<file path="config.mk">
export PLATFORM = sky130hd
export DESIGN_NAME = seg7_scan_flat
export DESIGN_NICKNAME = d
export VERILOG_FILES = /design/src/rtl/seg7_pkg.sv /design/src/rtl/seg7_scan_if.sv /design/src/rtl/hex_to_seg7.sv /design/src/rtl/seg7_scan.sv /design/src/flat_wrapper.sv
export SDC_FILE = /design/constraint.sdc
export NUM_CORES = 1
export LEC_CHECK = 0
export CORE_ASPECT_RATIO = 0.5
export CORE_MARGIN = 2
export CORE_UTILIZATION = 50
export DETAILED_ROUTE_END_ITERATION = 8
export PLACE_DENSITY = 0.75
export SYNTH_ARGS = -nofsm -noshare
export SYNTH_HDL_FRONTEND = slang
export SYNTH_HIERARCHICAL = 1
export SYNTH_SLANG_ARGS = --single-unit
</file>
<file path="constraint.sdc">
create_clock -name clk -period 6.25 [get_ports clk]
set_input_delay 0.625 -clock clk [delete_from_list [all_inputs] [get_ports clk]]
set_output_delay 0.625 -clock clk [all_outputs]
set_load 0.005 [all_outputs]
</file>
<file path="src/rtl/seg7_pkg.sv">
`default_nettype none
// +----------------------------------------------------------------------+
// | seg7_pkg : scan states, hex font and segment constants for seg7_scan |
// | Revision : 1.0                                                       |
// +----------------------------------------------------------------------+
package seg7_pkg;

   typedef enum logic [1:0] {
      IDLE  = 2'd0,
      BLANK = 2'd1,
      DRIVE = 2'd2
   } state_t;

   localparam logic [7:0] SEG_OFF = 8'hFF;

   // Active-high {g,f,e,d,c,b,a}, indexed by the hex nibble.
   localparam logic [6:0] FONT [0:15] = '{
      7'h3F, 7'h06, 7'h5B, 7'h4F, 7'h66, 7'h6D, 7'h7D, 7'h07,
      7'h7F, 7'h6F, 7'h77, 7'h7C, 7'h39, 7'h5E, 7'h79, 7'h71
   };

endpackage
`default_nettype wire

</file>
<file path="src/rtl/seg7_scan_if.sv">
`default_nettype none
// +----------------------------------------------------------------------+
// | seg7_scan_if : display-side signal bundle of the 7-segment scanner   |
// | Revision     : 1.0                                                   |
// +----------------------------------------------------------------------+
interface seg7_scan_if #(
   parameter int NUM_DIGITS = 4
);
   logic                      clk_1K;
   logic [4*NUM_DIGITS-1:0]   value;
   logic [NUM_DIGITS-1:0]     dp_in;
   logic [NUM_DIGITS-1:0]     digit_en;
   logic                      lz_blank;
   logic [NUM_DIGITS-1:0]     an;
   logic [7:0]                seg;
   logic                      frame_done;

   modport master (
      output clk_1K, value, dp_in, digit_en, lz_blank,
      input  an, seg, frame_done
   );

   modport slave (
      input  clk_1K, value, dp_in, digit_en, lz_blank,
      output an, seg, frame_done
   );
endinterface
`default_nettype wire

</file>
<file path="src/rtl/hex_to_seg7.sv">
`default_nettype none
// +----------------------------------------------------------------------+
// | hex_to_seg7 : nibble + decimal point -> active-low segment pattern   |
// | Revision    : 1.0                                                    |
// +----------------------------------------------------------------------+
module hex_to_seg7
   import seg7_pkg::*;
(
   input  logic [3:0] nibble,
   input  logic       dp,
   output logic [7:0] seg
);
   assign seg = {~dp, ~FONT[nibble]};
endmodule
`default_nettype wire

</file>
<file path="src/rtl/seg7_scan.sv">
`default_nettype none
// +----------------------------------------------------------------------+
// | seg7_scan : multiplexed common-anode 7-seg driver, one digit per tick|
// | Revision  : 1.0                                                      |
// +----------------------------------------------------------------------+
module seg7_scan
   import seg7_pkg::*;
#(
   parameter int NUM_DIGITS   = 4,
   parameter int BLANK_CYCLES = 4
) (
   input  logic        clk,
   input  logic        reset,
   seg7_scan_if.slave  bus
);
   localparam int                    IDX_W      = (NUM_DIGITS > 1) ? $clog2(NUM_DIGITS) : 1;
   localparam logic [NUM_DIGITS-1:0] AN_OFF     = '1;
   localparam logic [NUM_DIGITS-1:0] AN_ONE     = NUM_DIGITS'(1);
   localparam logic [IDX_W-1:0]      LAST_IDX   = IDX_W'(NUM_DIGITS - 1);
   localparam logic [7:0]            LAST_BLANK = 8'(BLANK_CYCLES - 1);

   state_t                    state_q, state_d;
   logic [IDX_W-1:0]          idx_q, idx_d;
   logic [7:0]                cnt_q, cnt_d;
   logic [NUM_DIGITS-1:0]     an_q, an_d;
   logic [7:0]                seg_q, seg_d;
   logic                      fd_q, fd_d;
   logic                      prev_1k;
   logic                      latch;

   logic [4*NUM_DIGITS-1:0]   sh_value;
   logic [NUM_DIGITS-1:0]     sh_dp;
   logic [NUM_DIGITS-1:0]     sh_en;
   logic                      sh_lz;

   logic                      tick;
   logic [3:0]                nib [NUM_DIGITS];
   logic [NUM_DIGITS-1:0]     lz_mask;
   logic                      lz_run;
   logic [7:0]                cur_seg;
   logic                      digit_lit;

   assign tick = bus.clk_1K & ~prev_1k;

   for (genvar i = 0; i < NUM_DIGITS; i++) begin : g_nib
      assign nib[i] = sh_value[4*i +: 4];
   end

   // Blanking runs down from the leftmost digit and stops at the first nonzero one.
   always_comb begin
      lz_mask = '0;
      lz_run  = sh_lz;
      for (int i = NUM_DIGITS - 1; i >= 1; i--) begin
         lz_run     = lz_run & (nib[i] == 4'h0);
         lz_mask[i] = lz_run;
      end
   end

   hex_to_seg7 u_font (
      .nibble (nib[idx_q]),
      .dp     (sh_dp[idx_q]),
      .seg    (cur_seg)
   );

   assign digit_lit = sh_en[idx_q] & ~lz_mask[idx_q];

   always_comb begin
      state_d = state_q;
      idx_d   = idx_q;
      cnt_d   = cnt_q;
      an_d    = an_q;
      seg_d   = seg_q;
      fd_d    = 1'b0;
      latch   = 1'b0;
      case (state_q)
         IDLE: begin
            if (tick) begin
               latch   = 1'b1;
               idx_d   = '0;
               cnt_d   = '0;
               an_d    = AN_OFF;
               seg_d   = SEG_OFF;
               state_d = BLANK;
            end
         end
         BLANK: begin
            if (cnt_q == LAST_BLANK) begin
               cnt_d   = '0;
               state_d = DRIVE;
               if (digit_lit) begin
                  an_d  = ~(AN_ONE << idx_q);
                  seg_d = cur_seg;
               end else begin
                  an_d  = AN_OFF;
                  seg_d = SEG_OFF;
               end
            end else begin
               cnt_d = cnt_q + 8'd1;
            end
         end
         DRIVE: begin
            if (tick) begin
               an_d    = AN_OFF;
               seg_d   = SEG_OFF;
               cnt_d   = '0;
               state_d = BLANK;
               if (idx_q == LAST_IDX) begin
                  idx_d = '0;
                  latch = 1'b1;
                  fd_d  = 1'b1;
               end else begin
                  idx_d = idx_q + IDX_W'(1);
               end
            end
         end
         default: begin
            state_d = IDLE;
            an_d    = AN_OFF;
            seg_d   = SEG_OFF;
         end
      endcase
   end

   always_ff @(posedge clk) begin
      if (!reset) begin
         state_q  <= IDLE;
         idx_q    <= '0;
         cnt_q    <= '0;
         an_q     <= AN_OFF;
         seg_q    <= SEG_OFF;
         fd_q     <= 1'b0;
         prev_1k  <= 1'b1;
         sh_value <= '0;
         sh_dp    <= '0;
         sh_en    <= '0;
         sh_lz    <= 1'b0;
      end else begin
         state_q <= state_d;
         idx_q   <= idx_d;
         cnt_q   <= cnt_d;
         an_q    <= an_d;
         seg_q   <= seg_d;
         fd_q    <= fd_d;
         prev_1k <= bus.clk_1K;
         if (latch) begin
            sh_value <= bus.value;
            sh_dp    <= bus.dp_in;
            sh_en    <= bus.digit_en;
            sh_lz    <= bus.lz_blank;
         end
      end
   end

   assign bus.an         = an_q;
   assign bus.seg        = seg_q;
   assign bus.frame_done = fd_q;

endmodule
`default_nettype wire

</file>
<file path="src/flat_wrapper.sv">
// flat-port wrapper written by rule: the top's interface ports become plain ports
module seg7_scan_flat import seg7_pkg::*;
#(
   parameter int NUM_DIGITS   = 4,
   parameter int BLANK_CYCLES = 4
)
  (clk, reset, bus_clk_1K, bus_value, bus_dp_in, bus_digit_en, bus_lz_blank, bus_an, bus_seg, bus_frame_done);
  seg7_scan_if #(.NUM_DIGITS(NUM_DIGITS)) bus_i ();
  input  logic clk;
  input  logic reset;
  input wire logic [$bits(bus_i.clk_1K)-1:0] bus_clk_1K;
  input wire logic [$bits(bus_i.value)-1:0] bus_value;
  input wire logic [$bits(bus_i.dp_in)-1:0] bus_dp_in;
  input wire logic [$bits(bus_i.digit_en)-1:0] bus_digit_en;
  input wire logic [$bits(bus_i.lz_blank)-1:0] bus_lz_blank;
  output wire logic [$bits(bus_i.an)-1:0] bus_an;
  output wire logic [$bits(bus_i.seg)-1:0] bus_seg;
  output wire logic [$bits(bus_i.frame_done)-1:0] bus_frame_done;
  assign bus_i.clk_1K = bus_clk_1K;
  assign bus_i.value = bus_value;
  assign bus_i.dp_in = bus_dp_in;
  assign bus_i.digit_en = bus_digit_en;
  assign bus_i.lz_blank = bus_lz_blank;
  assign bus_an = bus_i.an;
  assign bus_seg = bus_i.seg;
  assign bus_frame_done = bus_i.frame_done;
  seg7_scan #(.NUM_DIGITS(NUM_DIGITS), .BLANK_CYCLES(BLANK_CYCLES)) u_core (.clk(clk), .reset(reset), .bus(bus_i));
endmodule
</file>
==> flow_metrics.py, run 1 <==
# Generated from Yosys and OpenROAD reports
metrics = {
    "pwr": {
        "power.share.clock_pct": 30.4,
        "maxPowerGroup": "sequential cells",
        "swShare_pct": 23.2,
        "p_clk_w": 0.000174,
        "p_seq_share_pct": 58.7,
    },
    "detailed_routing": {
        "via_per_inst": 5.53,
        "drc": 0,
        "first_pass_iters": 4,
    },
    "floorplan": {
        "fp-row-count": 18,
        "fp-utilization_pct": 53.0,
    },
    "synth": {
        "yosys_cells": 294,
        "mappedNetlistArea_um2": 2660,
        "ys_chip_area_um2": 2660,
    },
    "clocking": {
        "cts-root-buf": "clkbuf_8",
    },
    "final_layout": {
        "finalNetCount": 360,
    },
    "run": {
        "tool_warnings": 34,
        "max_cap_violations": 0,
    },
    "global_routing": {
        "antenna_found_initial": 0,
        "grt_pass1_vias": 1986,
    },
    "run_status": {
        "status": "complete, no violations",
    },
    "critical_path": {
        "path_class": "reg2reg",
    },
    "final_timing": {
        "period_minus_slack_ns": 2.68,
        "tightest_slew_ns": 0.935,
        "hold_ws_ns": 0.466,
    },
}
run 1: placed cells by master (no fill, tap or decap), types with 7 or more instances in the layout:
cell,instances
a21boi_0,23
a2bb2oi_1,12
clkdlybuf4s50_1,40
dfxtp_1,51
ha_1,11
inv_1,7
nand2_1,59
nand3_1,9
nand3b_1,8
nor3_1,13
run 1: metal layers:
metal	share of wire, %	routed length [um]	vias up	global-route usage (%)
met2	45	2400	46	30.7
met5	0	0	-	0
li1	-	-	1098	-
met1	49	2610	1006	25.0
met4	0.83	44	0	7.05
met3	4.3	229	5	3.98
run 1: layout make-up:
cell class | instances | area (um^2)
Clock buffer | 6 | 72.6
Multi-Input combinational cell | 215 | 1500
Timing Repair Buffer | 41 | 408
Fill cell | 430 | 1910
Inverter | 7 | 26.3
Sequential cell | 51 | 1020
Tap cell | 70 | 87.6
run 1: logic make-up (layout without fill, tap and decap cells):
group / Yosys count / after routing / share of synthesized area [%]
buffers and inverters: 28 / 54 / 5.35
AND/OR/NAND/NOR: 123 / 123 / 23.4
AND-OR/OR-AND: 70 / 70 / 20.6
multiplexers: 11 / 11 / 7.14
flip-flops: 51 / 51 / 38.3
adder cells (fa/ha/maj): 11 / 11 / 5.17
run 1: flip-flops by register name, indices dropped and copies added (netlist names), 2 cells and up:
register,count
u_core/sh_dp,4
u_core/bus.seg,8
u_core/cnt_q,8
u_core/idx_q,2
u_core/sh_value,16
u_core/bus.an,4
u_core/state_q,2
u_core/sh_en,4
run 1: worst max-delay path, cell delays in order, from the launching register on:
cell	delay (ns)
dfxtp_1	0.67
mux4_2	0.64
inv_1	0.16
ha_1	0.15
inv_1	0.05
mux4_1	0.47
nand3b_1	0.16
nor3_1	0.17
a2bb2oi_1	0.08
run 1: synth_stat cells, drive strengths merged (2+ instances only):
cell	n	area, um^2
and2	4	25.0
o211ai	4	30.0
clkbuf	7	26.3
a2bb2oi	12	105
nor3	14	75.1
nand2	60	228
a21o	4	30.0
inv	7	26.3
a21oi	3	18.8
and3	5	31.3
buf	14	90.1
or3b	2	17.5
nor2b	5	31.3
a22o	2	17.5
nor4	3	18.8
a31oi	3	18.8
mux2i	4	40.0
nor2	6	25.0
o21ai	4	23.8
a41o	2	20.0
ha	11	138
dfxtp	51	1020
mux4	6	139
nand3b	8	60.1
nand3	9	45.0
o211a	3	30.0
a21boi	28	210
nand2b	5	31.3
run 1: through the flow:
| stage | instance area (um^2) | power, W | setup WS [ns] |
|---|---|---|---|
| floorplan | 2660 | 0.000383 | 3.88 |
| global placement | 3040 | 0.000405 | 3.67 |
| detailed placement | 3040 | 0.000406 | 3.57 |
| CTS | 3120 | 0.000578 | 3.55 |
| global route | 3120 | 0.000597 | 3.36 |
| finish | 3120 | 0.000572 | 3.57 |
run 1: worst paths after layout:
kind	endpoint	slack (ns)	depth (start not counted)
min reg2reg	u_core/sh_dp[3]$_SDFFE_PN0P_	0.47	2
max reg2reg	u_core/bus.seg[3]$_SDFFE_PN1P_	3.57	8
min	u_core/sh_dp[3]$_SDFFE_PN0P_	0.47	2
max	u_core/bus.seg[3]$_SDFFE_PN1P_	3.57	8
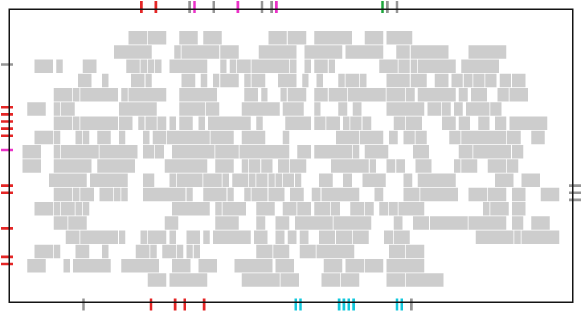
Figure 1: run 1, pin placement.
Pins as bars across the die edge, other pins in gray.
Key: `bus_value` = red [pins 16, direction input, edge 10 left, 4 bottom, 2 top]; `bus_seg` = cyan [pins 8, direction output, edge bottom]; `bus_dp_in` = magenta [pins 4, direction input, edge 3 top, 1 left]; `reset` = green [pins 1, direction input, edge top]
Die W: 107 um
Die Ht: 55.6 um
input/output buffers: 40

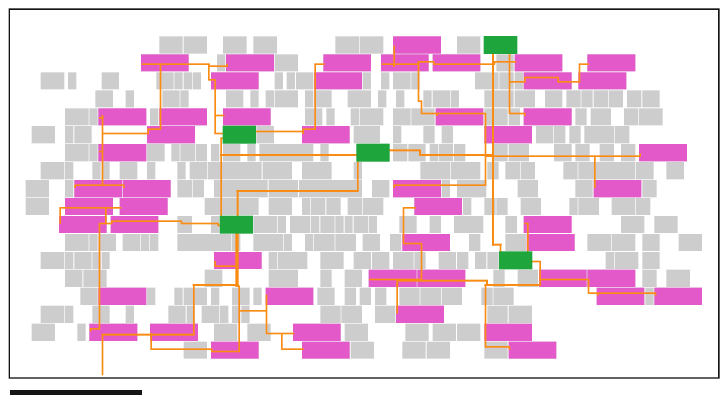
Figure 2: run 1, clock wires, drivers and flops.
Scale bar: 20 um.
Key: flip-flops = magenta [count 51]; clock drivers = green [count 5]; clock wires = orange [length 592 um]
Position of the flops: all over the die. There are 6 routed clock nets.

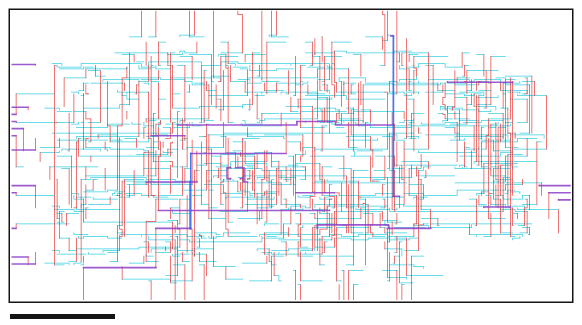
Figure 3: run 1, wiring by layer.
Scale bar: 20 um.
Key: metal 1 = cyan [wire length 2610 um]; metal 4 = blue [wire length 44.9 um]; metal 3 = purple [wire length 230 um]; metal 2 = red [wire length 2400 um]
Routed WL: 5280 um
Vias: 2155
global-route usage over all layers: 18.9%

--- run 2 (diff from run 1) ---
- clock period: 6.25 -> 2.6 ns (I/O delays scaled with it)
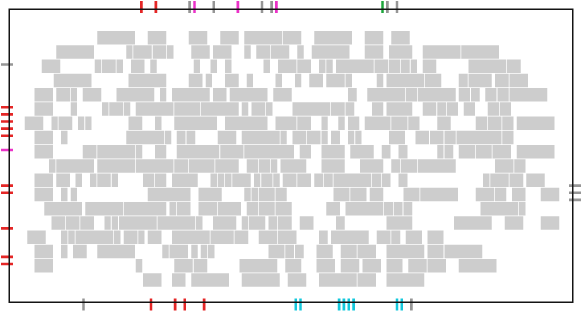
Figure 4: run 2, pin placement.
Pins as bars across the die edge, other pins in gray.
Key: `reset` = green [pins 1, direction input, edge top]; `bus_seg` = cyan [pins 8, direction output, edge bottom]; `bus_value` = red [pins 16, direction input, edge 10 left, 4 bottom, 2 top]; `bus_dp_in` = magenta [pins 4, direction input, edge 3 top, 1 left]
All pins by edge: 14 bottom, 12 top, 12 left, 3 right.

==> flow_metrics.py, run 2 <==
# Generated from Yosys and OpenROAD reports
metrics = {
    "run_status": {
        "status": "complete, no violations",
    },
    "critical_path": {
        "path_class": "reg2reg",
        "r2r_slack_ns": 0.24,
    },
    "final_timing": {
        "fin_ws_ns": 0.242,
        "hold_ws_ns": 0.473,
        "period_minus_slack_ns": 2.36,
    },
    "placement": {
        "place_area_um2": 3070,
        "dp_slack_ns": 0.261,
    },
    "run": {
        "max_cap_violations": 0,
    },
    "final_layout": {
        "final_cell_mix": "nand2_1, dfxtp_1, clkdlybuf4s50_1",
        "stdcell_area_um2": 3170,
        "lay_top_count": "nand2_1",
        "finalNetCount": 364,
        "num-fill-cells": 440,
    },
    "global_routing": {
        "grtUsageMet1_pct": 27.9,
    },
    "pwr": {
        "swShare_pct": 22.6,
        "p_total_w": 0.00145,
        "p_seq_share_pct": 55.7,
    },
    "detailed_routing": {
        "via_per_inst": 5.51,
    },
    "synth": {
        "yosys_cells": 294,
        "mappedNetlistArea_um2": 2660,
        "ys_chip_area_um2": 2660,
        "ys_top_cells_by_area": "dfxtp_1, nand2_1, a21boi_0",
    },
    "floorplan": {
        "die_h_um": 55.6,
    },
    "clocking": {
        "cts-root-buf": "clkbuf_8",
    },
}
-- run 2: metrics by stage --
step           util (%)  std cells
2_1_floorplan         -        294
3_3_place_gp       61.2        388
3_5_place_dp       61.2        388
4_1_cts            63.2        396
5_1_grt            63.2        396
6_report           63.2        396
-- run 2: critical path, cell delays in order (launching register included) --
cell and delay (ns):
dfxtp_1 0.40, mux4_2 0.59, inv_1 0.16, ha_1 0.15, inv_1 0.05, mux4_1 0.46
nand3b_1 0.16, nor3_1 0.18, a2bb2oi_1 0.08
-- run 2: cell type report --
class	instances	area (um^2)	area share (%)
sequential	51	1020	32.2
multi-input combinational	215	1500	47.3
clock buffer	8	100	3.15
timing repair buffer	45	438	13.8
tap	70	87.6	2.76
inverter	7	26.3	0.828
-- run 2: logic make-up after synthesis --
family	after synthesis	synth area share, %
and+or+nand+nor	123	23.4
AOI/OAI and AO/OA	70	20.6
DFF	51	38.3
buffers and inverters	28	5.35
muxes	11	7.14
adders and majority gates	11	5.17
-- run 2: metal layers --
layer	vias to the layer above	routed length (um)
met5	-	0
met4	0	19
met3	2	239
met2	44	2590
met1	1035	2710
li1	1100	-
-- run 2: final timing paths --
| path | to | cells after the start |
|---|---|---|
| min | u_core/sh_dp[1]$_SDFFE_PN0P_ | 2 |
| max | u_core/bus.seg[3]$_SDFFE_PN1P_ | 8 |
| max reg2reg | u_core/bus.seg[3]$_SDFFE_PN1P_ | 8 |
| min reg2reg | u_core/sh_dp[1]$_SDFFE_PN0P_ | 2 |
-- run 2: power groups by stage --
stage	sequential (W)	clock [W]	combinational (W)
finish	0.000808	0.000488	0.000155
global route	0.000811	0.000539	0.000170
CTS	0.000808	0.000507	0.000155
detailed placement	0.000826	0	0.000154
global placement	0.000826	0	0.000150
floorplan	0.000822	0	0.0000986
Power is estimated from default activity; no workload was simulated.
